==> images/final_placement.png <==
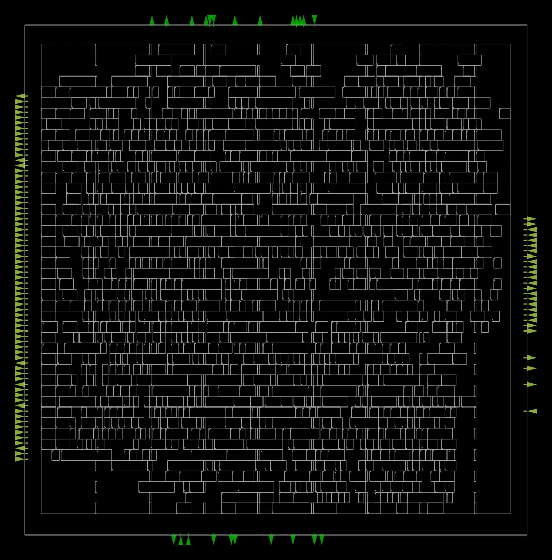
==> images/clock_map.png <==
Scale: 2 px per um.
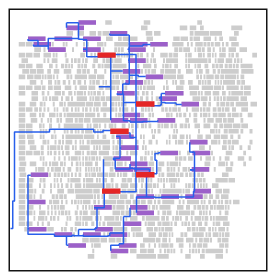
==> src/rtl/dcache_pkg.sv <==
// Shared types and helpers for the dcache bank arbiter: bank FSM states,
// address-to-bank mapping and consumer ID sizing.
package dcache_pkg;

    typedef enum logic [1:0] {
        IDLE  = 2'b00,
        ISSUE = 2'b01,
        RELAY = 2'b10
    } bank_state_t;

    // Index width that stays at least one bit wide for single-entry sets
    function automatic int id_bits(input int n);
        return (n > 1) ? $clog2(n) : 1;
    endfunction

    localparam int CONSUMER_ID_BITS = id_bits(8);

    function automatic int bank_index(input logic [63:0] addr,
                                      input int          block_size,
                                      input int          num_banks);
        logic [63:0] shifted;
        if (num_banks <= 1) begin
            return 0;
        end
        shifted = addr >> $clog2(block_size);
        return int'(shifted & 64'(num_banks - 1));
    endfunction

endpackage

==> src/rtl/rr_arbiter.sv <==
// Combinational round-robin picker: first requester at or after ptr,
// wrapping modulo N.
module rr_arbiter
    import dcache_pkg::*;
#(
    parameter int N = 8
) (
    input  logic [N-1:0]            req,
    input  logic [id_bits(N)-1:0]   ptr,
    output logic                    grant_valid,
    output logic [id_bits(N)-1:0]   grant_idx
);

    localparam int IW = id_bits(N);

    always_comb begin
        grant_valid = 1'b0;
        grant_idx   = '0;
        for (int k = 0; k < N; k++) begin
            if (!grant_valid && req[(int'(ptr) + k) % N]) begin
                grant_valid = 1'b1;
                grant_idx   = IW'((int'(ptr) + k) % N);
            end
        end
    end

endmodule

==> src/rtl/dcache_bank_arbiter.sv <==
// Shares the dcache banks between LSU consumers: per-bank round-robin grant,
// then a three-state sequencer that issues to the bank and relays completion.
module dcache_bank_arbiter
    import dcache_pkg::*;
#(
    parameter int ADDR_BITS        = 8,
    parameter int NUM_CONSUMERS    = 8,
    parameter int NUM_BANKS        = 2,
    parameter int CACHE_BLOCK_SIZE = 1
) (
    input  logic                                                clk,
    input  logic                                                reset,
    input  logic [NUM_CONSUMERS-1:0]                            consumer_req_valid,
    input  logic [NUM_CONSUMERS-1:0]                            consumer_req_write,
    input  logic [NUM_CONSUMERS-1:0][ADDR_BITS-1:0]             consumer_req_address,
    output logic [NUM_CONSUMERS-1:0]                            consumer_req_ready,
    output logic [NUM_BANKS-1:0]                                bank_req_valid,
    output logic [NUM_BANKS-1:0]                                bank_req_write,
    output logic [NUM_BANKS-1:0][ADDR_BITS-1:0]                 bank_req_address,
    output logic [NUM_BANKS-1:0][id_bits(NUM_CONSUMERS)-1:0]    bank_req_consumer,
    input  logic [NUM_BANKS-1:0]                                bank_resp_valid
);

    localparam int CID_W = id_bits(NUM_CONSUMERS);

    bank_state_t [NUM_BANKS-1:0]                state_q, state_d;
    logic [NUM_BANKS-1:0][CID_W-1:0]            rr_ptr_q, rr_ptr_d;
    logic [NUM_BANKS-1:0]                       req_valid_q, req_valid_d;
    logic [NUM_BANKS-1:0]                       req_write_q, req_write_d;
    logic [NUM_BANKS-1:0][ADDR_BITS-1:0]        req_addr_q, req_addr_d;
    logic [NUM_BANKS-1:0][CID_W-1:0]            req_cons_q, req_cons_d;
    logic [NUM_CONSUMERS-1:0]                   served_q, served_d;
    logic [NUM_CONSUMERS-1:0]                   ready_q, ready_d;

    logic [NUM_BANKS-1:0][NUM_CONSUMERS-1:0]    elig;
    logic [NUM_BANKS-1:0]                       gnt_valid;
    logic [NUM_BANKS-1:0][CID_W-1:0]            gnt_idx;

    // A served consumer stays out of arbitration until it drops valid in RELAY
    always_comb begin
        elig = '0;
        for (int b = 0; b < NUM_BANKS; b++) begin
            for (int j = 0; j < NUM_CONSUMERS; j++) begin
                if (consumer_req_valid[j] && !served_q[j] &&
                    bank_index(64'(consumer_req_address[j]), CACHE_BLOCK_SIZE, NUM_BANKS) == b) begin
                    elig[b][j] = 1'b1;
                end
            end
        end
    end

    for (genvar gb = 0; gb < NUM_BANKS; gb++) begin : g_bank_arb
        rr_arbiter #(
            .N (NUM_CONSUMERS)
        ) u_rr_arbiter (
            .req         (elig[gb]),
            .ptr         (rr_ptr_q[gb]),
            .grant_valid (gnt_valid[gb]),
            .grant_idx   (gnt_idx[gb])
        );
    end

    always_comb begin
        state_d     = state_q;
        rr_ptr_d    = rr_ptr_q;
        req_valid_d = req_valid_q;
        req_write_d = req_write_q;
        req_addr_d  = req_addr_q;
        req_cons_d  = req_cons_q;
        served_d    = served_q;
        ready_d     = ready_q;
        for (int b = 0; b < NUM_BANKS; b++) begin
            case (state_q[b])
                IDLE: begin
                    if (gnt_valid[b]) begin
                        req_valid_d[b]       = 1'b1;
                        req_write_d[b]       = consumer_req_write[gnt_idx[b]];
                        req_addr_d[b]        = consumer_req_address[gnt_idx[b]];
                        req_cons_d[b]        = gnt_idx[b];
                        served_d[gnt_idx[b]] = 1'b1;
                        rr_ptr_d[b]          = (gnt_idx[b] == CID_W'(NUM_CONSUMERS - 1))
                                               ? '0 : gnt_idx[b] + CID_W'(1);
                        state_d[b]           = ISSUE;
                    end
                end
                ISSUE: begin
                    if (bank_resp_valid[b]) begin
                        req_valid_d[b]         = 1'b0;
                        ready_d[req_cons_q[b]] = 1'b1;
                        state_d[b]             = RELAY;
                    end
                end
                RELAY: begin
                    // Responses arriving here belong to no request and are dropped
                    if (!consumer_req_valid[req_cons_q[b]]) begin
                        ready_d[req_cons_q[b]]  = 1'b0;
                        served_d[req_cons_q[b]] = 1'b0;
                        state_d[b]              = IDLE;
                    end
                end
                default: begin
                    state_d[b] = IDLE;
                end
            endcase
        end
    end

    always_ff @(posedge clk or negedge reset) begin
        if (!reset) begin
            for (int b = 0; b < NUM_BANKS; b++) begin
                state_q[b] <= IDLE;
            end
            rr_ptr_q    <= '0;
            req_valid_q <= '0;
            req_write_q <= '0;
            req_addr_q  <= '0;
            req_cons_q  <= '0;
            served_q    <= '0;
            ready_q     <= '0;
        end else begin
            state_q     <= state_d;
            rr_ptr_q    <= rr_ptr_d;
            req_valid_q <= req_valid_d;
            req_write_q <= req_write_d;
            req_addr_q  <= req_addr_d;
            req_cons_q  <= req_cons_d;
            served_q    <= served_d;
            ready_q     <= ready_d;
        end
    end

    assign consumer_req_ready = ready_q;
    assign bank_req_valid     = req_valid_q;
    assign bank_req_write     = req_write_q;
    assign bank_req_address   = req_addr_q;
    assign bank_req_consumer  = req_cons_q;

endmodule
==> config.mk <==
export PLATFORM = sky130hd
export DESIGN_NAME = dcache_bank_arbiter
export DESIGN_NICKNAME = d
export VERILOG_FILES = /design/src/rtl/dcache_pkg.sv /design/src/rtl/rr_arbiter.sv /design/src/rtl/dcache_bank_arbiter.sv
export SDC_FILE = /design/constraint.sdc
export NUM_CORES = 1
export LEC_CHECK = 0
export ABC_AREA = 1
export CAP_MARGIN = 20
export CORE_AREA = 4 4 124 126
export CTS_CLUSTER_SIZE = 25
export DETAILED_ROUTE_END_ITERATION = 8
export DIE_AREA = 0 0 128 130
export GPL_TIMING_DRIVEN = 0
export PLACE_DENSITY = 0.76
export SYNTH_ARGS = -nofsm -noshare
export SYNTH_HDL_FRONTEND = slang
export SYNTH_SLANG_ARGS = --single-unit
==> constraint.sdc <==
create_clock -name clk -period 2.8 [get_ports clk]
set_input_delay 0.84 -clock clk [delete_from_list [all_inputs] [get_ports clk]]
set_output_delay 0.84 -clock clk [all_outputs]
set_load 0.02 [all_outputs]
==> impl_metrics.py <==
# Auto-generated metrics
metrics = {
    "outcome": {
        "status": "complete, but fails checks",
        "failed_checks": "setup timing",
    },
    "setup_path": {
        "cp_max_fo": 8,
        "worst-endpoint-arrival_ps": 3090,
        "worst_path_largest_cell_delay_ps": 410,
        "required_time_at_the_endpoint_of_the_critical_path_ps": 2990,
        "worstReg2RegEnd": "bank_req_address[10]$_DFFE_PN0P_",
        "cp-endpoint": "bank_req_address[10]$_DFFE_PN0P_",
        "startpoint_type": "register",
        "cp_num_buf_inv": 6,
        "setup.worst_path.end_class": "register",
        "critical-path-slowest-cell": "sky130_fd_sc_hd__dfrtp_2",
        "cp_num_cells": 20,
        "worst-r2r-cell-count": 20,
        "critical-path-top-delay-family": "simple AND/OR/NAND/NOR gates",
        "ordered_list_of_cells_on_the_worst_path": "inv_4, buf_8, ha_4, clkinv_8, nand3_4, nand3_4, nand2_4, inv_4, nand4_4, nor2_1, nor2_2, nand2_2, nor2_4, buf_12, nor2_4, buf_6, nand3_2, nand3_2, nor2_1, nor2_1",
        "timing_worst_setup_path_type": "reg -> reg",
        "crit_top_cell": "sky130_fd_sc_hd__nor2_1",
    },
    "die": {
        "fp_util": 0.413,
        "design.die.area_um2": 16600,
        "top_level_ports": 118,
        "dieHeight_um": 130,
        "tap_cells": 184,
        "core_area_um2": 14300,
        "placement_rows": 44,
        "die_width_um": 128,
    },
    "synthesis": {
        "combined_area_of_all_synthesized_cells_um2": 5920,
        "yosysSeqAreaShare": 0.220,
        "xor_share": 0.0127,
        "synth.distinct_cells": 47,
        "ys.flops": 52,
        "ys_cells": 1007,
        "netlist_instances": 1007,
        "top_logic_kind": "simple AND/OR/NAND/NOR gates",
        "yosys.area_share.adder": 0.0233,
        "yosys.stat.chipArea_um2": 5920,
        "yosysWarningCount": 0,
        "synthDominantCellAreaShare": 0.220,
        "post_synth_main_area_contributors": "sky130_fd_sc_hd__dfrtp_1, sky130_fd_sc_hd__nand2_1, sky130_fd_sc_hd__nand3_1",
        "synth_top_cell_by_area": "sky130_fd_sc_hd__dfrtp_1",
        "mean_area_per_synthesized_cell_um2": 5.88,
        "synth_top_flop_cell": "sky130_fd_sc_hd__dfrtp_1",
        "mux_area_frac": 0,
        "synthSimpleGateAreaFrac": 0.527,
        "fp_nets": 1102,
        "top_cells_by_count": "sky130_fd_sc_hd__nand2_1, sky130_fd_sc_hd__nand3_1, sky130_fd_sc_hd__inv_1",
        "synth-edff-count": 0,
        "async_reset_ff_frac": 1.00,
        "most_common_cell": "sky130_fd_sc_hd__nand2_1",
    },
    "global_route": {
        "global_route.usage.met3": 0.0418,
        "grt_util_met2": 0.437,
        "grt_pass1_vias": 7189,
        "grt_first_pass_wirelength_um": 36500,
        "grt_start_max_net_pins": 29,
        "grt-ovfl-total": 0,
        "grt_antenna_before_repair": 0,
        "track_usage": 0.276,
        "top_usage_layer": "met2",
        "use_met1": 0.370,
    },
    "job": {
        "max_cap_violations": 0,
        "openroad.warnings": 34,
    },
    "route": {
        "m1WireLength_um": 10100,
        "route.vias.total": 8027,
        "via_density_per_instance": 5.83,
        "highest-signal-layer": "met4",
        "post-route-drc-count": 0,
        "total_wirelength_of_the_detailed_routed_design_um": 25700,
        "route.antenna.remaining_nets": 0,
        "met3RoutedLength_um": 2640,
        "routed-wl-met2_um": 11600,
        "drt_iter0_drc": 769,
        "drt-pass1-iter-count": 6,
        "avgRoutedWirePerCell_um": 18.6,
    },
    "min_path": {
        "worst_hold_path_type": "reg -> reg",
        "hold_path_end": "bank_req_address[8]$_DFFE_PN0P_",
        "hp-start": "bank_req_address[8]$_DFFE_PN0P_",
        "hold_depth": 1,
    },
    "final_timing": {
        "timing.final.max_slew_violations": 0,
        "rsz0062_at_grt": "true",
        "timing.slew.headroom": 0.569,
        "timing.hold.ws_ps": 466,
        "finalCriticalPeriod_ps": 2900,
        "post-route-period-util": 1.03,
        "fin_ws_ps": -97.2,
        "setup_viol": 24,
        "finalSetupTns_ps": -938,
        "max_fclk_mhz": 345,
        "final_hold_fails": 0,
        "worst_slew_pin_slew_ps": 642,
    },
    "clock_network": {
        "cts_tree": "built",
        "ctsResizeCount": 198,
        "tritoncts.num_buffers": 5,
        "cts.clk_slew.worst_paths_ps": 70,
        "clock_tree_buffer_depth": 2,
        "cts_sinks": 52,
        "holdBufCountCts": 0,
        "cts-root-buf": "sky130_fd_sc_hd__clkbuf_16",
        "postCtsSetupBuffers": 41,
        "cts.htree.levels": 2,
    },
    "finish": {
        "top_area_cell_class": "combinational gates",
        "signal_buffers": 219,
        "largest_register_ffs": 16,
        "diode_insertion_count_for_antenna_repair": 0,
        "comb_area_share": 0.527,
        "nets": 1288,
        "logic_gates": 808,
        "layout-area-overhead-vs-synth_pct": 56.8,
        "num-clock-buffers": 7,
        "sh_seq_area": 0.140,
        "inv_count": 107,
        "final_layout_top_logic_cells": "sky130_fd_sc_hd__nand2_1, sky130_fd_sc_hd__nand3_1, sky130_fd_sc_hd__clkdlybuf4s50_1",
        "area.combinational_um2": 4890,
        "layout.nonclk_buf_frac": 0.243,
        "design_area_um2": 9280,
        "layout.cells.most_common": "sky130_fd_sc_hd__nand2_1",
        "register_area_um2": 1300,
        "post_route_cells_drive_above_1_share": 0.289,
        "nFlopsAndLatches": 52,
        "final-clk-cell-share": 0.0162,
        "layout.core_utilization": 0.648,
    },
    "placement": {
        "place.detailed.instances": 1309,
        "io_buffers": 117,
        "place_hpwl_um": 17700,
        "globalplace.congestion": 1.01,
        "placed_cell_area_um2": 7330,
        "pre_cts_slack_ps": -808,
    },
}
-- final_placement.png (at the start) --
post-route insts no fill: 1378
count of filler cells inserted in the layout: 1267

-- clock_map.png (at the start) --
[red] cells driving clock nets | count: 5
[blue] clock wires | length: 808 um
[purple] flip-flops | count: 52
routed clock nets	6
later-pin clock latency in the skew report: 300 ps
final worst clock skew: 7.89 ps

